File: src/rtl/vga_arb_pkg.sv
// Shared definitions for the VGA plot arbiter.
// Holds screen geometry, engine count, engine index constants, the arbiter FSM state type
// and a one-hot to index helper. Imported by rr_pick3 and vga_plot_arbiter.
package vga_arb_pkg;

    localparam int unsigned SCREEN_W = 160;
    localparam int unsigned SCREEN_H = 120;
    localparam int unsigned NUM_ENG  = 3;

    // Engine slots on the req/gnt vectors
    localparam int unsigned ENG_FILL     = 0;
    localparam int unsigned ENG_CIRCLE   = 1;
    localparam int unsigned ENG_REULEAUX = 2;

    typedef enum logic [1:0] {
        StIdle,
        StBusy,
        StRelease
    } arb_state_e;

    // Index of the set bit in a one-hot engine vector; 0 when nothing is set.
    function automatic logic [1:0] eng_idx(input logic [NUM_ENG-1:0] oh);
        logic [1:0] idx;
        idx = '0;
        for (int unsigned i = 0; i < NUM_ENG; i++) begin
            if (oh[i]) begin
                idx = 2'(i);
            end
        end
        return idx;
    endfunction

endpackage

File: src/rtl/rr_pick3.sv
// Three-way round-robin picker, purely combinational.
// Searches the request vector starting one slot above the last-granted engine and wraps.
// Ports:
//   req_i  [2:0]  pending requests
//   ptr_i  [1:0]  index of the last-granted engine
//   pick_o [2:0]  one-hot winner, all zero when no request is pending
module rr_pick3
    import vga_arb_pkg::*;
(
    input  logic [NUM_ENG-1:0] req_i,
    input  logic [1:0]         ptr_i,
    output logic [NUM_ENG-1:0] pick_o
);

    always_comb begin
        pick_o = '0;
        case (ptr_i)
            2'd0: begin
                if      (req_i[1]) pick_o = 3'b010;
                else if (req_i[2]) pick_o = 3'b100;
                else if (req_i[0]) pick_o = 3'b001;
            end
            2'd1: begin
                if      (req_i[2]) pick_o = 3'b100;
                else if (req_i[0]) pick_o = 3'b001;
                else if (req_i[1]) pick_o = 3'b010;
            end
            // Pointer at engine 2 (also the unused code 3): engine 0 goes first.
            default: begin
                if      (req_i[0]) pick_o = 3'b001;
                else if (req_i[1]) pick_o = 3'b010;
                else if (req_i[2]) pick_o = 3'b100;
            end
        endcase
    end

endmodule

File: src/rtl/vga_plot_arbiter.sv
// Arbitrates three drawing engines (fillscreen, circle, reuleaux) onto one VGA plot port.
// One engine owns the port for a whole job: grant in IDLE, run in BUSY until its done,
// then hold the grant in RELEASE until done falls so the engine sees a clean handshake.
// Optional build macro: VGA_ARB_CLIP_EN -- suppress vga_plot for off-screen coordinates.
// Ports:
//   clk, rst                  clock, asynchronous active-high reset
//   req[2:0]                  per-engine job request
//   gnt[2:0], eng_start[2:0]  one-hot grant / engine start (registered)
//   eng_done[2:0]             per-engine job done
//   eng_x/eng_y/eng_colour    per-engine pixel data (3x8, 3x7, 3x3)
//   eng_plot[2:0]             per-engine plot strobe
//   vga_x/vga_y/vga_colour    muxed pixel data to the VGA core
//   vga_plot                  muxed plot strobe to the VGA core
//   ack[2:0]                  one-cycle pulse when the granted job completes
//   busy                      high whenever the FSM is not idle
module vga_plot_arbiter
    import vga_arb_pkg::*;
(
    input  logic                     clk,
    input  logic                     rst,
    input  logic [NUM_ENG-1:0]       req,
    output logic [NUM_ENG-1:0]       gnt,
    output logic [NUM_ENG-1:0]       eng_start,
    input  logic [NUM_ENG-1:0]       eng_done,
    input  logic [NUM_ENG-1:0][7:0]  eng_x,
    input  logic [NUM_ENG-1:0][6:0]  eng_y,
    input  logic [NUM_ENG-1:0][2:0]  eng_colour,
    input  logic [NUM_ENG-1:0]       eng_plot,
    output logic [7:0]               vga_x,
    output logic [6:0]               vga_y,
    output logic [2:0]               vga_colour,
    output logic                     vga_plot,
    output logic [NUM_ENG-1:0]       ack,
    output logic                     busy
);

    arb_state_e         state_q;
    logic [NUM_ENG-1:0] gnt_q;
    logic [NUM_ENG-1:0] start_q;
    logic [NUM_ENG-1:0] ack_q;
    logic [1:0]         ptr_q;
    logic [NUM_ENG-1:0] pick;
    logic               done_g;

    logic [1:0]         g;
    logic [7:0]         mux_x;
    logic [6:0]         mux_y;
    logic [2:0]         mux_colour;
    logic               mux_plot;
    logic               in_screen;

    rr_pick3 u_pick (
        .req_i  (req),
        .ptr_i  (ptr_q),
        .pick_o (pick)
    );

    assign done_g = |(eng_done & gnt_q);

    always_ff @(posedge clk or posedge rst) begin
        if (rst) begin
            state_q <= StIdle;
            gnt_q   <= '0;
            start_q <= '0;
            ack_q   <= '0;
            ptr_q   <= 2'(ENG_REULEAUX);
        end else begin
            ack_q <= '0;
            case (state_q)
                StIdle: begin
                    if (req != '0) begin
                        gnt_q   <= pick;
                        start_q <= pick;
                        ptr_q   <= eng_idx(pick);
                        state_q <= StBusy;
                    end
                end
                StBusy: begin
                    // Requests are ignored here; only done ends the job.
                    if (done_g) begin
                        start_q <= '0;
                        ack_q   <= gnt_q;
                        state_q <= StRelease;
                    end
                end
                StRelease: begin
                    if (!done_g) begin
                        gnt_q   <= '0;
                        state_q <= StIdle;
                    end
                end
                default: begin
                    gnt_q   <= '0;
                    start_q <= '0;
                    state_q <= StIdle;
                end
            endcase
        end
    end

    // Pixel path is combinational so plots land in the same cycle the engine drives them.
    always_comb begin
        g          = eng_idx(gnt_q);
        mux_x      = eng_x[g];
        mux_y      = eng_y[g];
        mux_colour = eng_colour[g];
        mux_plot   = eng_plot[g];
    end

`ifdef VGA_ARB_CLIP_EN
    assign in_screen = (mux_x < 8'(SCREEN_W)) && (mux_y < 7'(SCREEN_H));
`else
    assign in_screen = 1'b1;
`endif

    always_comb begin
        vga_x      = '0;
        vga_y      = '0;
        vga_colour = '0;
        vga_plot   = 1'b0;
        if (state_q == StBusy) begin
            vga_x      = mux_x;
            vga_y      = mux_y;
            vga_colour = mux_colour;
            vga_plot   = mux_plot & in_screen;
        end
    end

    assign gnt       = gnt_q;
    assign eng_start = start_q;
    assign ack       = ack_q;
    assign busy      = (state_q != StIdle);

endmodule

File: config.mk
export PLATFORM = sky130hd
export DESIGN_NAME = vga_plot_arbiter
export DESIGN_NICKNAME = d
export VERILOG_FILES = /design/src/rtl/vga_arb_pkg.sv /design/src/rtl/rr_pick3.sv /design/src/rtl/vga_plot_arbiter.sv
export SDC_FILE = /design/constraint.sdc
export NUM_CORES = 1
export LEC_CHECK = 0
export ABC_CLOCK_PERIOD_IN_PS = 1500
export CAP_MARGIN = 10
export CELL_PAD_IN_SITES_DETAIL_PLACEMENT = 1
export CELL_PAD_IN_SITES_GLOBAL_PLACEMENT = 1
export CORE_MARGIN = 2
export CORE_UTILIZATION = 18
export DETAILED_ROUTE_END_ITERATION = 10
export GPL_TIMING_DRIVEN = 0
export PLACE_DENSITY = 0.85
export SYNTH_ARGS = -nofsm -noshare
export SYNTH_HDL_FRONTEND = slang
export SYNTH_SLANG_ARGS = --single-unit
export TNS_END_PERCENT = 30
File: constraint.sdc
create_clock -name clk -period 1.5 [get_ports clk]
set_clock_uncertainty 0.2 [all_clocks]
set_input_delay 0.225 -clock clk [delete_from_list [all_inputs] [get_ports clk]]
set_output_delay 0.225 -clock clk [all_outputs]
set_load 0.02 [all_outputs]
Fig. 1: run 1, track usage over the die
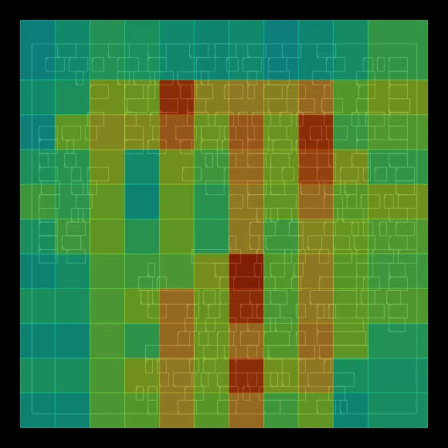
routed length per placed instance: 14.8 µm
final cell utilization of the core: 42.1%
global-route met2 utilization: 26.6%
all-layer global routing usage: 14.0%

Fig. 2: run 1, placement density heat map
8 x 8 tiles, from black (low) to pale yellow (high), 0 to 100% covered.
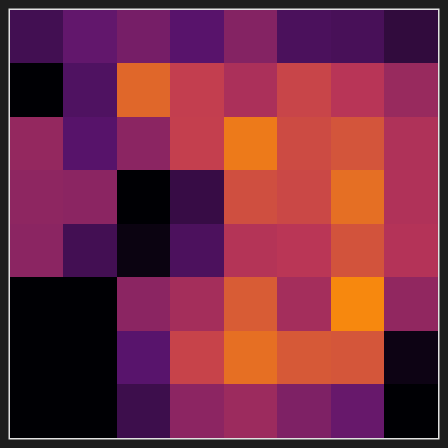
nearly empty tiles: 14%
mean over tiles: 35%
emptiest ninth of the die: bottom left
densest ninth of the die: right middle

Fig. 3: run 1, sizing map
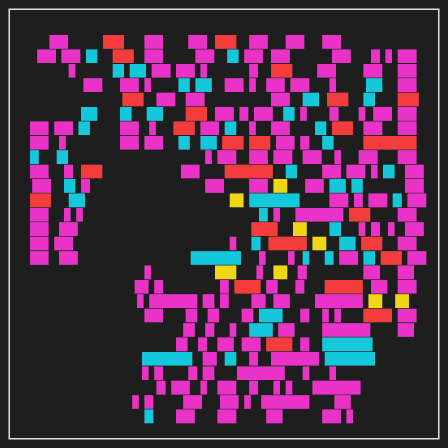
| size | colour | cells | share |
|---|---|---|---|
| x6 and larger | red | 25 | 10% |
| x1 and smaller | magenta | 174 | 69% |
| x3 and x4 | yellow | 8 | 3.2% |
| x2 | cyan | 44 | 18% |

## run 1: logic make-up (layout without fill, tap and decap cells)
family / after synthesis / after routing / share of synthesized area, %
mux: 20 / 20 / 18.8
simple gates: 66 / 66 / 26.0
buf+inv: 16 / 117 / 6.01
flops: 13 / 13 / 30.7
compound gates: 35 / 35 / 18.4
## run 1: what timing repair did
item / in CTS / in global routing
setup buffers: 2 / 0
gates cloned: 1 / 1
endpoints found under the setup margin: 40 / 31
pin swaps: 6 / 9
resized: 131 / 24
## run 1: per-stage QoR
| stage | cell area, µm² | TNS [ps] | worst slack [ps] |
|---|---|---|---|
| after floorplan | 1140 | -2240 | -110 |
| final | 2360 | -10260 | -443 |
| after global placement | 2160 | -18610 | -791 |
| after global routing | 2360 | -12510 | -529 |
| after CTS | 2260 | -11050 | -455 |
| after detailed placement | 2160 | -18550 | -788 |
## run 1: sequential cells by signal (all words and copies together) (netlist names)
register / count
ack: 3
eng_start: 3
gnt: 3
ptr_q: 2
state_q: 2
## run 1: how the worst max path moves through the flow
stage | start | depth (start not counted) | end
finish | gnt[1] | 6 | eng_start[2]
global route | gnt[1] | 7 | vga_plot
CTS | gnt[1] | 7 | vga_y[4]
detailed placement | state_q[1] | 5 | vga_x[0]
global placement | state_q[1] | 5 | vga_x[4]
floorplan | gnt[1] | 5 | eng_start[2]
## run 1: routing by layer
layer,track usage (%),routed length (µm),up-vias
met2,26.6,2560,55
met1,15.6,1870,709
met5,0,0,-
met4,4.41,50,0
met3,2.56,308,6
li1,-,-,716
## run 1: cell usage after synthesis (all sizes together), types with 2 or more instances
| master | count | share of area [%] |
|---|---|---|
| o21ai | 7 | 3.3 |
| dfrtp | 12 | 28 |
| mux2i | 20 | 19 |
| nor2 | 39 | 14 |
| nor3 | 4 | 1.9 |
| nand3 | 2 | 0.94 |
| inv | 7 | 2.5 |
| buf | 4 | 1.8 |
| nand2 | 13 | 4.6 |
| a21oi | 21 | 9.9 |
| nor2b | 3 | 1.8 |
| clkbuf | 5 | 1.8 |
| a22oi | 2 | 1.4 |
## run 1: placed cells by master, fill, tap and decap left out, types with 2 or more instances in the layout
cell type,n
sky130_fd_sc_hd__o21ai_0,3
sky130_fd_sc_hd__dlygate4sd2_1,8
sky130_fd_sc_hd__o21ai_1,4
sky130_fd_sc_hd__dfrtp_2,4
sky130_fd_sc_hd__nor2_2,19
sky130_fd_sc_hd__dfrtp_1,8
sky130_fd_sc_hd__mux2i_1,20
sky130_fd_sc_hd__inv_1,6
sky130_fd_sc_hd__nor3_1,4
sky130_fd_sc_hd__buf_2,3
sky130_fd_sc_hd__buf_6,17
sky130_fd_sc_hd__a21oi_1,11
sky130_fd_sc_hd__clkbuf_2,2
sky130_fd_sc_hd__clkbuf_8,3
sky130_fd_sc_hd__buf_12,2
sky130_fd_sc_hd__nand2_1,12
sky130_fd_sc_hd__nand3_1,2
sky130_fd_sc_hd__buf_4,6
sky130_fd_sc_hd__nor2_1,19
sky130_fd_sc_hd__a21oi_2,10
sky130_fd_sc_hd__nor2b_1,3
sky130_fd_sc_hd__clkdlybuf4s50_1,64
sky130_fd_sc_hd__a22oi_2,2
==> impl_metrics.json, run 1 <==
{
  "final_layout_size_suffix_gt1_share_pct": 30.7,
  "critical_path_arrival_ps": 1930,
  "regToRegSetupSlack_ps": -440,
  "setup_viol": 30,
  "flop-count": 13,
  "violations": "setup timing",
  "ys_warn_count": 0,
  "post-route-period-util_pct": 130,
  "power.leakage_nw": 1.01,
  "fp_util_pct": 18.9,
  "cp.required_ps": 1480,
  "p_clk_share_pct": 7.7,
  "post_route_setup_slack_ps": -443,
  "worst_pin_slew_ps": 738,
  "finalPower_mw": 4.19,
  "max-clock-path-buffers": 2,
  "comb_power_share_pct": 77.0,
  "final-seq-area_um2": 332,
  "boundaryPins": 94,
  "outcome": "complete, but fails checks",
  "pg_clk_mw": 0.325
}
Fig. 4: run 1, where the registers sit
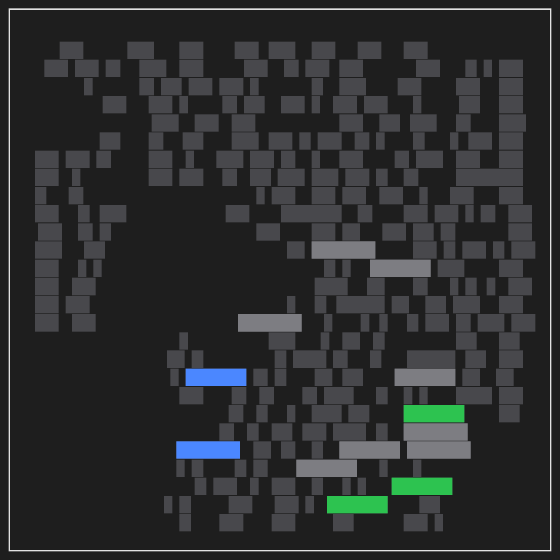

--- run 2 (diff from run 1) ---
Settings changed: ABC_AREA set to 1, CORE_UTILIZATION 18 to 20, CTS_CLUSTER_DIAMETER set to 80, MAX_ROUTING_LAYER set to met4, PLACE_DENSITY 0.85 to 0.83.
Fig. 5: run 2, where the registers sit
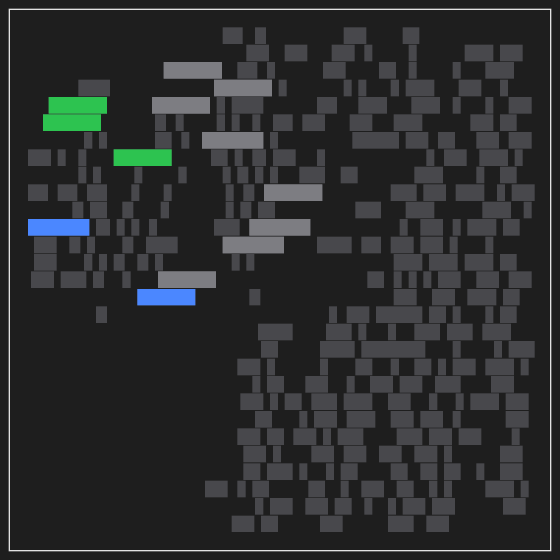
| netlist name | colour | flops |
|---|---|---|
| ptr_q | blue | 2 |
| eng_start | green | 3 |
not coloured: 8

==> run 2 against run 1 <==
Against the previous run:
- cell count rose by 8.7%
- setup slack better by 75 ps
- the flow still finishes with violations (setup timing)
- die area rose by 8.6%
- routed wire length up 5.9%
- final area rose by 2.8%
- global-route usage up 1.1 points
- sequential share of layout area down 0.44 points
- sequential power is 7.7% lower
- clock power about the same
==> impl_metrics.json, run 2 <==
{
  "power.leakage_nw": 1.22,
  "cp.required_ps": 1070,
  "ir_worst_vdd_v": 0.000874,
  "setup_viol": 20,
  "timing.critical_path.cells": "buf_8 -> buf_8 -> o211ai_1 -> o211ai_1 -> inv_2 -> buf_6",
  "violations": "setup timing",
  "outcome": "complete, but fails checks",
  "fp_util_pct": 20.5,
  "routabilityCongestion": 0.754,
  "boundaryPins": 94,
  "syn_inst": 175,
  "regToRegSetupSlack_ps": 150,
  "die-width_um": 84.2,
  "cpMaxStageDelayCell": "sky130_fd_sc_hd__dfrtp_2",
  "yosysChipArea_um2": 1290,
  "path_depth": 6,
  "drt-wirelength-per-cell_um": 14.4,
  "grt_setup_unrepaired": "true",
  "warnings": 29,
  "ys_warn_count": 0,
  "synth_area_leader_cell": "sky130_fd_sc_hd__dfrtp_1",
  "max-clock-path-buffers": 2,
  "post_route_setup_slack_ps": -368,
  "yosys_cells": 175,
  "critical_path_arrival_ps": 1440,
  "most_frequent_cell_after_synthesis": "sky130_fd_sc_hd__inv_1",
  "drc_errors": 0,
  "worst_pin_slew_ps": 496,
  "highest_count_logic_cell_in_the_final_layout": "sky130_fd_sc_hd__clkdlybuf4s50_1",
  "htreeDepth": 1,
  "groute.usage.overall_pct": 15.1,
  "area_leaders": "sky130_fd_sc_hd__dfrtp_1 (23%), sky130_fd_sc_hd__o211ai_2 (21%), sky130_fd_sc_hd__inv_1 (13%), sky130_fd_sc_hd__nand2_1 (12%), sky130_fd_sc_hd__o211ai_1 (10%)",
  "layout_top_cells_excl_fill_tap": "sky130_fd_sc_hd__clkdlybuf4s50_1 (64), sky130_fd_sc_hd__nand2_1 (39), sky130_fd_sc_hd__inv_1 (27)",
  "synth_largest_type_area_fraction_pct": 23.3,
  "ys_async_sr_fraction_pct": 100,
  "antenna_cells_inserted": 0,
  "post-route-period-util_pct": 125,
  "post_synth.cell_area_avg_um2": 7.36,
  "port-buffer-count": 93,
  "final_layout_size_suffix_gt1_share_pct": 32.5,
  "synth.top_cells.by_count": "sky130_fd_sc_hd__inv_1 (45), sky130_fd_sc_hd__nand2_1 (40), sky130_fd_sc_hd__o211ai_2 (22)",
  "post-place-ws_ps": -606,
  "slew_headroom_pct": 66.9,
  "numPlacedInstances": 345
}
run 2: cell types whose count changed in the layout (fill, tap and decap cells not counted), sizes merged, moves of 4 or more:
cell    delta
nor2      -33
a21oi     -19
nand2     +27
nor3       -4
mux2i     -20
o211ai    +39
inv       +42
nand3      +5
run 2: through the flow:
step	hold slack [ps]	power, mW	TNS [ps]	utilization [%]	instance area, µm²
2_1_floorplan	-98.9	2.63	-36.0	-	1300
3_3_place_gp	274	3.90	-10900	37.0	2320
3_5_place_dp	270	3.96	-11410	37.0	2320
4_1_cts	116	4.39	-6500	38.3	2400
5_1_grt	174	4.72	-7690	38.6	2420
6_report	96.9	4.40	-6230	38.6	2420
run 2: worst max path at each step:
stage	start	end	slack [ps]
floorplan	gnt[1]	vga_colour[0]	-10
global placement	state_q[1]	vga_colour[2]	-590
detailed placement	eng_colour[1]	vga_colour[1]	-610
CTS	gnt[1]	vga_y[1]	-350
global route	gnt[1]	vga_y[1]	-430
finish	gnt[1]	vga_y[1]	-370
run 2: power breakdown:
part / internal [mW] / switching [mW]
clock network: 0.188 / 0.139
registers: 0.492 / 0.0967
logic: 1.57 / 1.92
run 2: kinds of logic (layout without fill, tap and decap cells):
group / after synthesis / count (layout) / synth area share, %
compound gates: 46 / 46 / 34.2
buf+inv: 60 / 159 / 21.6
flops: 13 / 13 / 25.4
simple gates: 56 / 56 / 18.9
run 2: metal layers:
metal | routed length (µm) | up-vias | global-route usage, %
li1 | - | 765 | -
met1 | 2040 | 765 | 16.4
met2 | 2680 | 63 | 28.6
met3 | 313 | 7 | 2.85
met4 | 37 | 0 | 2.64
met5 | 0 | - | -
run 2: cell type report:
cell class	instances	area, µm²	share of cell area [%]
sequential	13	330	13.6
buffer	11	143	5.88
inverter	49	184	7.59
tap	77	96.3	3.97
timing repair buffer	95	931	38.4
multi-input combinational	102	696	28.7
clock buffer	4	45.0	1.86
run 2: what timing repair did:
action                     CTS  global route
gates resized              124             9
pin swaps                    8             7
hold endpoints to repair     0             0
gates cloned                 1             0
setup buffers                1             0
setup endpoints to repair   29            21
run 2: worst reg2reg max path, stage by stage, from the launching register on:
cell and delay, ps:
sky130_fd_sc_hd__dfrtp_2 410, sky130_fd_sc_hd__buf_4 150, sky130_fd_sc_hd__nand2_1 100, sky130_fd_sc_hd__nand4_1 150
sky130_fd_sc_hd__nand3_1 160, sky130_fd_sc_hd__nand2_1 60, sky130_fd_sc_hd__nand2_1 60
No activity file was given, so power comes from the tool's default toggle rates.
